==> run_1/congestion.png <==
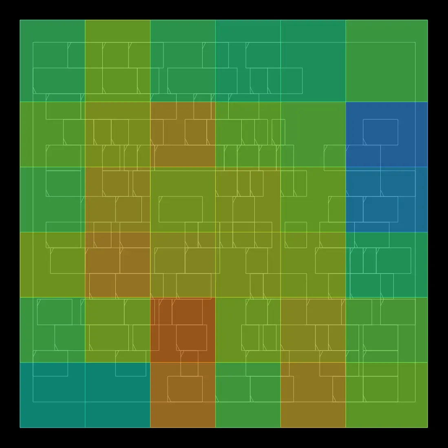
==> run_1/metal_density.png <==
Scale bar: 10 um. The die is cut into 9 by 9 equal tiles; dark purple is low, yellow is high, scaled to the fullest tile. Values are wire area over tile area, all layers added.
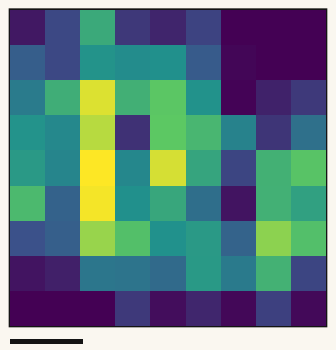
==> run_1/sizes.png <==
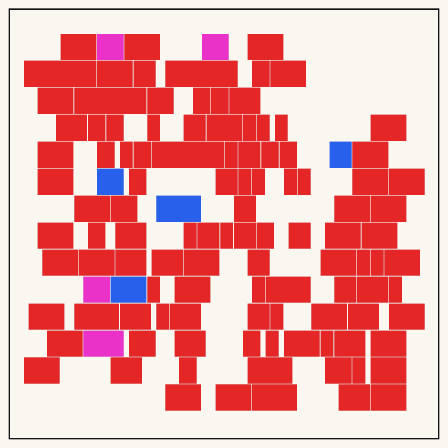
==> run_1/io_fan.png <==
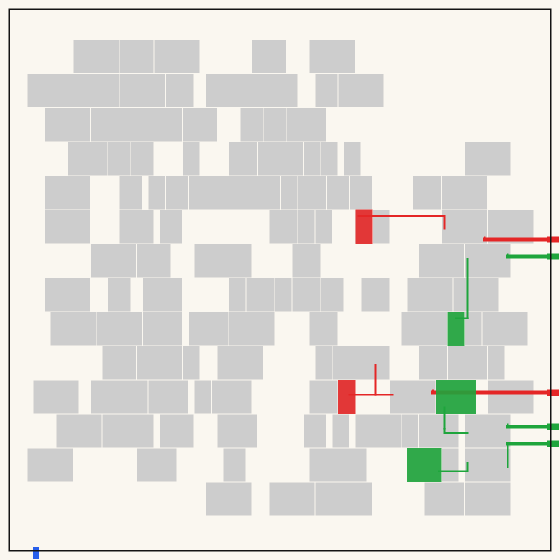
==> config.mk <==
export PLATFORM = sky130hd
export DESIGN_NAME = mips_mc_ctrl
export DESIGN_NICKNAME = d
export VERILOG_FILES = /design/src/rtl/mips_mc_pkg.sv /design/src/rtl/mips_alu_dec.sv /design/src/rtl/mips_mc_ctrl.sv
export SDC_FILE = /design/constraint.sdc
export NUM_CORES = 1
export LEC_CHECK = 0
export CORE_UTILIZATION = 35
export DETAILED_ROUTE_END_ITERATION = 12
export PLACE_DENSITY = 0.77
export SETUP_SLACK_MARGIN = 0.3
export SLEW_MARGIN = 20
export SYNTH_ARGS = -nofsm -noshare
export SYNTH_HDL_FRONTEND = slang
export SYNTH_SLANG_ARGS = --single-unit
==> constraint.sdc <==
create_clock -name clk -period 5.3 [get_ports clk]
set_input_delay 1.325 -clock clk [delete_from_list [all_inputs] [get_ports clk]]
set_output_delay 1.325 -clock clk [all_outputs]
set_load 0.02 [all_outputs]
==> metrics.cfg, run 1 <==
[outcome]
outcome=completed

[clocking]
clk_pin_slew_worst_paths_ns=0.04
cts_tree=yes
cts_sinks=4

[layout]
fillers=143
largest_reg_flops=4
layout-drive-gt1-share_pct=6.897
flops=4
comb_share_pct=47.62
n_antenna_cell=0
combGateArea_sq_um=450.4
final.clkbuf_count=3
nets=137
clk_share_pct=2.381
bufAreaShareNonClock_pct=37.04

[place]
finalWeightedCongestion=0.7370
dp_cells=129

[setup_path]
slowest_delay_ns=0.69
rr_worst_depth=4
critPathArrivalTime_ns=2.86
critical_path_class=input pin to primary output
worst_setup_path_start_kind=input pin

[global_route]
grt_pass1_wl_um=2808

[power_and_ir_drop]
switchingPower_mw=0.2710
leakagePower_nw=0.3426
maxPowerGroup=combinational logic
seqPwrFrac_pct=17.6

[synthesis]
synthXorXnorAreaFrac_pct=5.907
synth-compound-area-share_pct=25.95
synth.mux.area_fraction_pct=0
avgSynthCellArea_sq_um=7.145
synth_top_area_share_pct=13.50
area_leaders=dfxtp_1 (14%), ha_1 (6.3%), xnor2_1 (5.9%)
syn_nets=102
yosysUniqueCellTypes=38
flop_cell=dfxtp_1

[die]
die_h_um=43.17
fp_util_pct=38.47

[sta]
period_minus_slack_ns=4.187
setup_viol=0

[worst_hold_path]
hold_path.class=register to register
hold_depth=2

[run]
maxCapViolations=0

Notes on congestion.png above:
met2 Use GR: 34.33%
met1 Track Usage GR: 22.14%
All-Layer GR Usage: 19.60%
wire per inst: 12.30 um
met3 usage: 2.979%

Notes on metal_density.png above:
emptiest ninth of the die: top right
fullest tile: 0.38
tiles over half the peak: 37%
nearly empty tiles: 12%
vias post-DR: 741
Post-Route WL: 1623 um

Notes on sizes.png above:
| size | color | cells |
|---|---|---|
| _3 and _4 cells | magenta | 4 |
| _0 and _1 cells | red | 108 |
| _2 cells | blue | 4 |
non-clock buffer count: 35
Area Overhead vs Synth: 59.49%
setup ws final: 1.113 ns
final instance area: 945.9 sq um

Notes on io_fan.png above:
| port | color | bits | direction | edge | end cells |
|---|---|---|---|---|---|
| `alu_ctl` | green | 3 | output | right | 3 |
| `key_ok` | blue | 1 | input | bottom | 0 |
| `pc_src` | red | 2 | output | right | 2 |
PortBufs: 35
io pins: 37

## run 1: cells in the mapped netlist, types with 2 or more instances
cell	count
a21oi_1	5
and3_1	2
clkbuf_1	2
clkbuf_8	2
dfxtp_1	4
ha_1	3
inv_1	6
nand2_1	7
nand2b_1	2
nand4_1	3
nand4b_1	2
nor2_1	9
nor3_1	5
o21ai_0	2
o41ai_1	2
or3_1	2
xnor2_1	4
## run 1: per-layer routing
layer,share of wire [%],track usage [%],vias to the layer above
met5,0,0,-
met4,2.8,10.91,0
met3,7.3,2.979,4
met2,46,34.33,30
met1,44,22.14,334
li1,-,-,373
## run 1: metrics by stage
stage               instance area [sq um]  setup slack (ns)
floorplan                           593.1             1.520
global placement                    923.4             1.126
detailed placement                  923.4             1.085
CTS                                 945.9             1.084
global route                        945.9            0.9933
finish                              945.9             1.113
==> run 2, diff against run 1 <==
CORE_ASPECT_RATIO = 1.4   (was not set)
CORE_UTILIZATION = 32   (was 35)
PLACE_DENSITY = 0.74   (was 0.77)
clock period = 3.7 ns   (was 5.3 ns; I/O delays follow)
==> run_2/placement_by_type.png <==
Scale bar: 10 um.
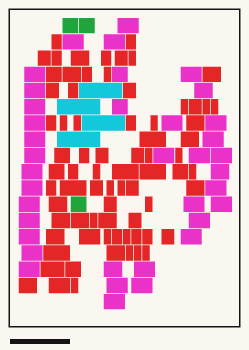
| class | color | cells | share of their area |
|---|---|---|---|
| remaining buffers and delay cells | magenta | 37 | 39% |
| sequential cells | cyan | 4 | 8.5% |
| clock drivers | green | 3 | 2.4% |
| combinational and other logic | red | 74 | 50% |
# rows: 18
flop share of the area: 8.322%
Core Box Area: 1757 sq um
final instance area: 962.2 sq um
fin util: 54.77%

==> run_2/io_fan.png <==
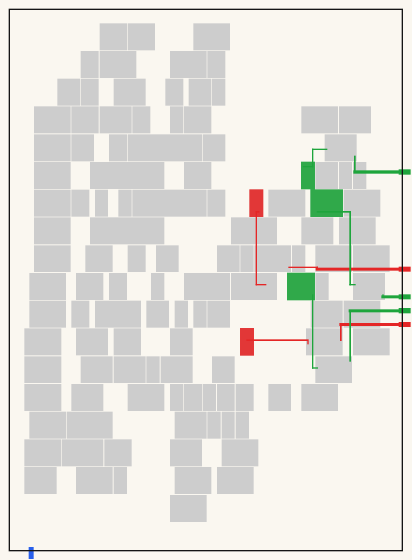

==> run_2/congestion.png <==
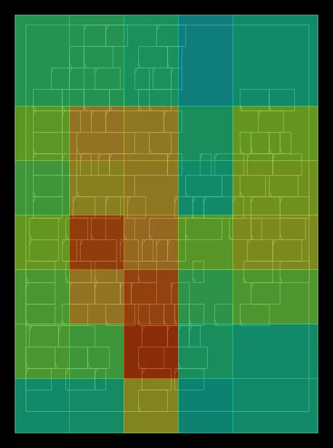
met2 Use GR: 33.33%
All-Layer GR Usage: 17.20%
met3 usage: 1.681%
busiest grt layer: met2

==> run 2 against run 1 <==
  * Global-route usage decreased by 2.4 points
  * Utilization is 6.6 points lower
  * Non-clock buffer count up 2
  * Final cell count up 4.5%
  * Synthesized area unchanged
  * Flip-flop count did not move
  * Critical path depth up 1
  * Die area is 9.1% higher
  * Critical path type is now register to primary output
  * Highest routed layer unchanged
==> metrics.cfg, run 2 <==
[outcome]
outcome=completed

[sta]
setup_slack_ns=0.4693  ; -0.6432 ns
whs_ns=0.6610
worst_pin_slew_ns=0.5153
setup_viol=0  ; unchanged
tns_ns=0
period_minus_slack_ns=3.231

[clocking]
cts_sinks=4  ; unchanged
clk_pin_slew_worst_paths_ns=0.04  ; about the same
cts_tree=yes
cts_buffers=3
cts-root-buf=clkbuf_4

[drt]
wl_met3_um=131  ; +10%
vias=741  ; unchanged
routedWlPerCell_um=11.93  ; -2.9%
drt_pass1_iterations=4
highest_layer=met4
wl_met1_um=608  ; -14%
ant_nets=0
wl_met2_um=877  ; +17%
wl_um=1647  ; +1.5%

[power_and_ir_drop]
leakagePower_nw=0.3640  ; +6.2%
power_density_nw_per_um2=808.3
power_mw=0.7777

[layout]
synthToLayoutAreaGrowth_pct=62.24
layout-drive-gt1-share_pct=8.475  ; +1.6 points
combGateArea_sq_um=450.4  ; unchanged
largest_reg_flops=4  ; unchanged
nets=139  ; +1.5%
lay_top_cells=clkdlybuf4s50_1 (32), nor2_1 (9), nand2_1 (7)
n_antenna_cell=0  ; unchanged
fillers=174  ; +22%

[worst_hold_path]
hold_depth=3  ; +1
hold_path.class=register to register

[run]
tool_warnings=29
maxCapViolations=0  ; unchanged

[die]
fp_util_pct=33.76  ; -4.7 points
ios=37  ; unchanged
die_h_um=52.94  ; +23%

[synthesis]
synth.most_common_cell=nor2_1
syn_nets=102  ; unchanged
yosysUniqueCellTypes=38  ; unchanged
common_cells=nor2_1 (9), nand2_1 (7), inv_1 (6)
yosys.area.top_type=dfxtp_1
synth_flops=4
area_leaders=dfxtp_1 (14%), ha_1 (6.3%), xnor2_1 (5.9%)
avgSynthCellArea_sq_um=7.145  ; unchanged
flop_cell=dfxtp_1
synth_top_area_share_pct=13.50  ; unchanged

[setup_path]
cp.depth=5
critical_path_class=register to primary output
rr_worst_depth=4  ; unchanged
slowest_delay_ns=0.48  ; -0.21 ns
cp.buffers_inverters=1
slowest_stage=or3_1
critPathArrivalTime_ns=2.31  ; -0.55 ns
worst_setup_path_start_kind=register

[global_route]
grt_use_met1_pct=17.09  ; -5.0 points
grt_pass1_wl_um=2525  ; -10%
grt_pass1_vias=649
antenna_found_initial=0

[place]
port_buffers=35  ; unchanged
finalWeightedCongestion=0.7392  ; +0.30%
dp_slack_ns=0.2696  ; -0.8157 ns
post_dp_cell_area_sq_um=943.4  ; +2.2%
dp_cells=135  ; +4.7%

run 2: cell counts after synthesis:
No cell type changed its count.
run 2: cell type report:
type / count / area share (%)
sequential: 4 / 8.322
tap: 20 / 2.601
clock buffer: 3 / 2.341
inverter: 6 / 2.341
timing repair buffer: 37 / 37.58
multi-input combinational: 68 / 46.81
run 2: power by group:
group	switching, mW	internal [mW]
clock network	0.0205	0.0364
logic	0.323	0.290
registers	0.0454	0.0627
total	0.389	0.389
run 2: logic make-up after synthesis:
kind of cell | after synthesis | synth area share [%]
fa+ha+maj | 3 | 6.330
buf+inv | 11 | 10.55
flops | 4 | 13.50
xor+xnor | 4 | 5.907
simple gates | 40 | 37.76
compound gates | 21 | 25.95
Power figures rest on the tool's default switching activity, not on a simulated workload.
